==> config.mk <==
export PLATFORM = sky130hd
export DESIGN_NAME = mod_updown_counter
export DESIGN_NICKNAME = d
export VERILOG_FILES = /design/src/rtl/mod_updown_counter.sv
export SDC_FILE = /design/constraint.sdc
export NUM_CORES = 1
export LEC_CHECK = 0
export ABC_AREA = 1
export CELL_PAD_IN_SITES_DETAIL_PLACEMENT = 1
export CELL_PAD_IN_SITES_GLOBAL_PLACEMENT = 2
export CORE_MARGIN = 2
export CORE_UTILIZATION = 26
export CTS_BUF_LIST = sky130_fd_sc_hd__clkbuf_2
export DETAILED_ROUTE_END_ITERATION = 10
export GPL_TIMING_DRIVEN = 0
export PLACE_DENSITY_LB_ADDON = 0.3
export SYNTH_ARGS = -nofsm -noshare
export SYNTH_HDL_FRONTEND = slang
export SYNTH_SLANG_ARGS = --single-unit
==> constraint.sdc <==
create_clock -name clk -period 4 [get_ports clk]
set_clock_uncertainty 0.05 [all_clocks]
set_input_delay 0.4 -clock clk [delete_from_list [all_inputs] [get_ports clk]]
set_output_delay 0.4 -clock clk [all_outputs]
set_load 0.1 [all_outputs]
Fig. 1: clock network drawn from the DEF
Scale bar: 10 µm.
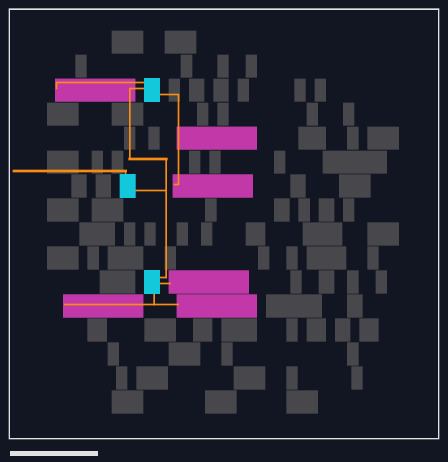
legend:
  cells driving clock nets:
    color: cyan
    count: 3
  clock wires:
    color: orange
    length: 87.9 µm
  flip-flops:
    color: magenta
    count: 6
routed clock nets: 4
clock power share: 0.170
Latency at later pin: 0.22 ns
Power Clock: 0.0000413 W

Fig. 2: the clock network
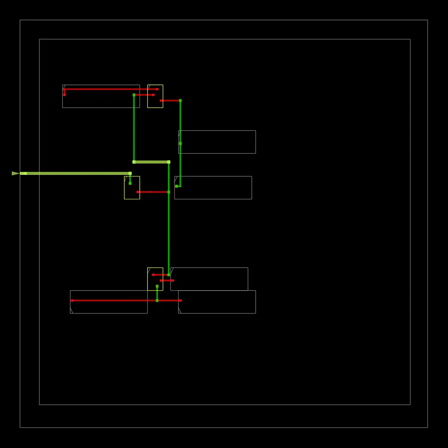
flop count: 6
CTS Buf Count: 3

Fig. 3: placement density heat map
Scale bar: 10 µm. The die is cut into 10 by 10 equal tiles; dark blue is low, red is high, 0 to 100% covered.
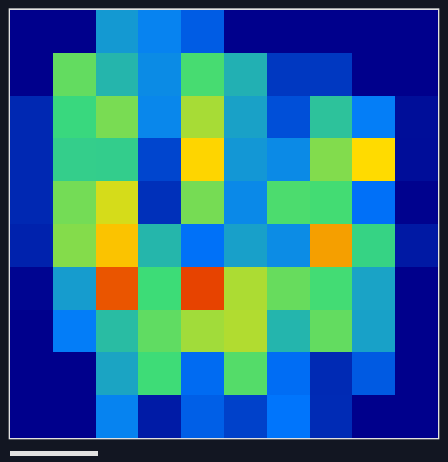
emptiest ninth of the die: north-east
tiles over 75% full: 6.0%
nearly empty tiles: 22%
fullest tile: 92%
final core area utilization: 0.382
fp_density: 0.268
core area: 1920 µm²

Fig. 4: cells colored by class
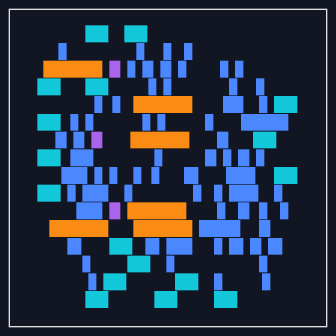
legend:
  flip-flops:
    color: orange
    cells: 6
    share_of_their_area: 21%
  all other logic:
    color: blue
    cells: 67
    share_of_their_area: 52%
  other buffers and delay cells:
    color: cyan
    cells: 17
    share_of_their_area: 24%
  cells driving clock nets:
    color: purple
    cells: 3
    share_of_their_area: 2.1%
Seq/total area: 0.204
FP Rows: 16
cell area after layout: 734 µm²

Fig. 5: routed metal per tile
The die is cut into 10 by 10 equal tiles; dark blue is low, red is high, scaled to the fullest tile. Values are wire area over tile area, all layers added.
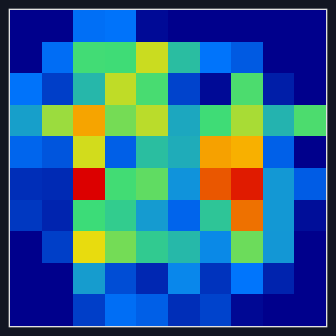
tiles over half the peak: 26%
mean over tiles: 0.082
emptiest ninth of the die: north-east
fullest tile: 0.28
nearly empty tiles: 22%
final wirelength: 1270 µm
GRT Total Usage: 0.123
post-DR wirelength/cell: 10.6 µm
routed vias: 515

==> results_slide.txt <==
Synthesis and Place & Route Summary

Floorplanning
  – Die Y: just under 50 µm
  – IO Count: 18
  – Chip area: 2350 µm²
  – N_taps: 27

Finish
  – Logic share of the area: 0.429
  – Dominant logic cell type in the layout: nand2_1
  – Total area of sequential cells: 150 µm²
  – Finished Layout Cells: 120
  – ANT cells: 0
  – Logic Gate Count: 54
  – Layout overhead on the synthesized area: 42.5%
  – Inverters: 13
  – Biggest Area Class: combinational gates
  – Non-clk buf share: 0.232
  – Area of the multi-input gates: 315 µm²
  – Most common logic cells in the final layout: nand2_1 (23), clkdlybuf4s50_1 (17), inv_1 (8)
  – Largest register FFs: 4
  – Final-layout clock buffer total: 3
  – ClkCell Share: 0.0204
  – Fillers: 245
  – Share of layout cells above drive strength 1: 0.172

Run
  – Maxcap violations: 0
  – Tool warnings: 26

STA
  – Slew HR: 0.352
  – Worst hold slack: between 0.3 and 0.4 ns
  – Final min period: 3.27 ns
  – Setup_tns: 0 ns
  – Final worst setup slack: 0.734 ns
  – Final Max-Slew Violation Tally: 0
  – Crit share post-route: 0.817
  – Fin. Hold Viols: 0
  – Final setup fails: 0
  – Measured slew at the worst slew-check pin: 0.970 ns

Logic synthesis
  – Post-Synthesis Cells: 73
  – Top-count cell post-synth: nand2_1
  – EDFF count, synth: 0
  – Synth Seq Share: 0.291
  – Yosys warning tally: 0
  – Mapped cell area: 515 µm²
  – Most common library cells after synthesis: nand2_1 (23), inv_1 (8), nor2_1 (7)
  – Yosys top cell by area: dfrtp_1
  – Async SR Flop Fraction: 1.00
  – Yosys simple share: 0.466
  – Post-synth mux share: 0
  – Xor+xnor area frac: 0.0170
  – Yosys chip area: between 500 and 600 µm²
  – Ys cells: approximately 73
  – #FFs+latches synth: 6
  – Logic family by area: simple AND/OR/NAND/NOR gates
  – Top cells by area: dfrtp_1 (29%), nand2_1 (17%), nand2_4 (6.6%)
  – Mean Syn Cell Area: between 7 and 8 µm²
  – Yosys adder share: 0.0874
  – Synth Flop Type: dfrtp_1
  – Syn Nets: 87

Routing
  – Number of DRC markers in iteration 0: 2
  – DR WL met2: 651 µm
  – Met3 WL: 42 µm
  – # DRC: 0
  – Top Metal Used: met3
  – Met1 WL: 574 µm
  – Drt first pass iters: 3
  – DRT antenna net count: 0

Pwr
  – Sw Share: 0.481
  – Comb group: 0.000127 W
  – Int Pwr: between 0.0001 and 0.00015 W
  – P_sw: 0.000117 W
  – P_leak: about 0.38 nW
  – PwrDens: ~330 nW/µm²
  – Combinational cell fraction of total power: 0.523
  – Peak supply drop: 143 µV
  – Top power group: combinational logic
  – Register share of total power: 0.307

Place
  – Post-place setup slack: around 0.7 ns
  – Placed cell areas: 719 µm²
  – Cells after DPL: between 100 and 150
  – HPWL Detailed: 1090 µm

Critical path
  – Worst setup path class: in -> out
  – Critical path's top delay family: buffers and inverters
  – WP depth: 8
  – Max incr delay on CP: 1.12 ns
  – CP Launch Type: primary input
  – Worst Path Buf+Inv: 5
  – Worst path cell trace: clkdlybuf4s50_1, inv_1, ha_1, nand2_1, clkinv_2, nand2_1, inv_1, clkdlybuf4s50_1
  – Slowest CP cell: clkdlybuf4s50_1
  – Max FO, Critical Path: 5
  – Crit path capture type: output pin
  – Critical path required time: 3.55 ns
  – Flop-to-flop setup slack: 2.46 ns
  – CP arrival: 2.82 ns

Global routing
  – Busiest layer in global routing: met2
  – Vias in the first global route: 557
  – First-pass GRT wire length: 2280 µm
  – Met2 Track Usage GR: 0.218
  – Gr ovfl total: 0
  – Largest net degree at the start of global routing: 10
  – Met3 Use GR: 0.0216

Clocking
  – Postcts setup bufs: 0
  – Clock Tree Root: clkbuf_2
  – CTS Hold Bufs: 0
  – Clock Sinks: 6
  – Max clock buf depth: 2
  – Post-CTS sizing: 0

Hold path
  – Worst Hold Class: in -> async

Outcome
  – Outcome: complete, no violations
Power figures rest on the tool's default switching activity, not on a simulated workload.
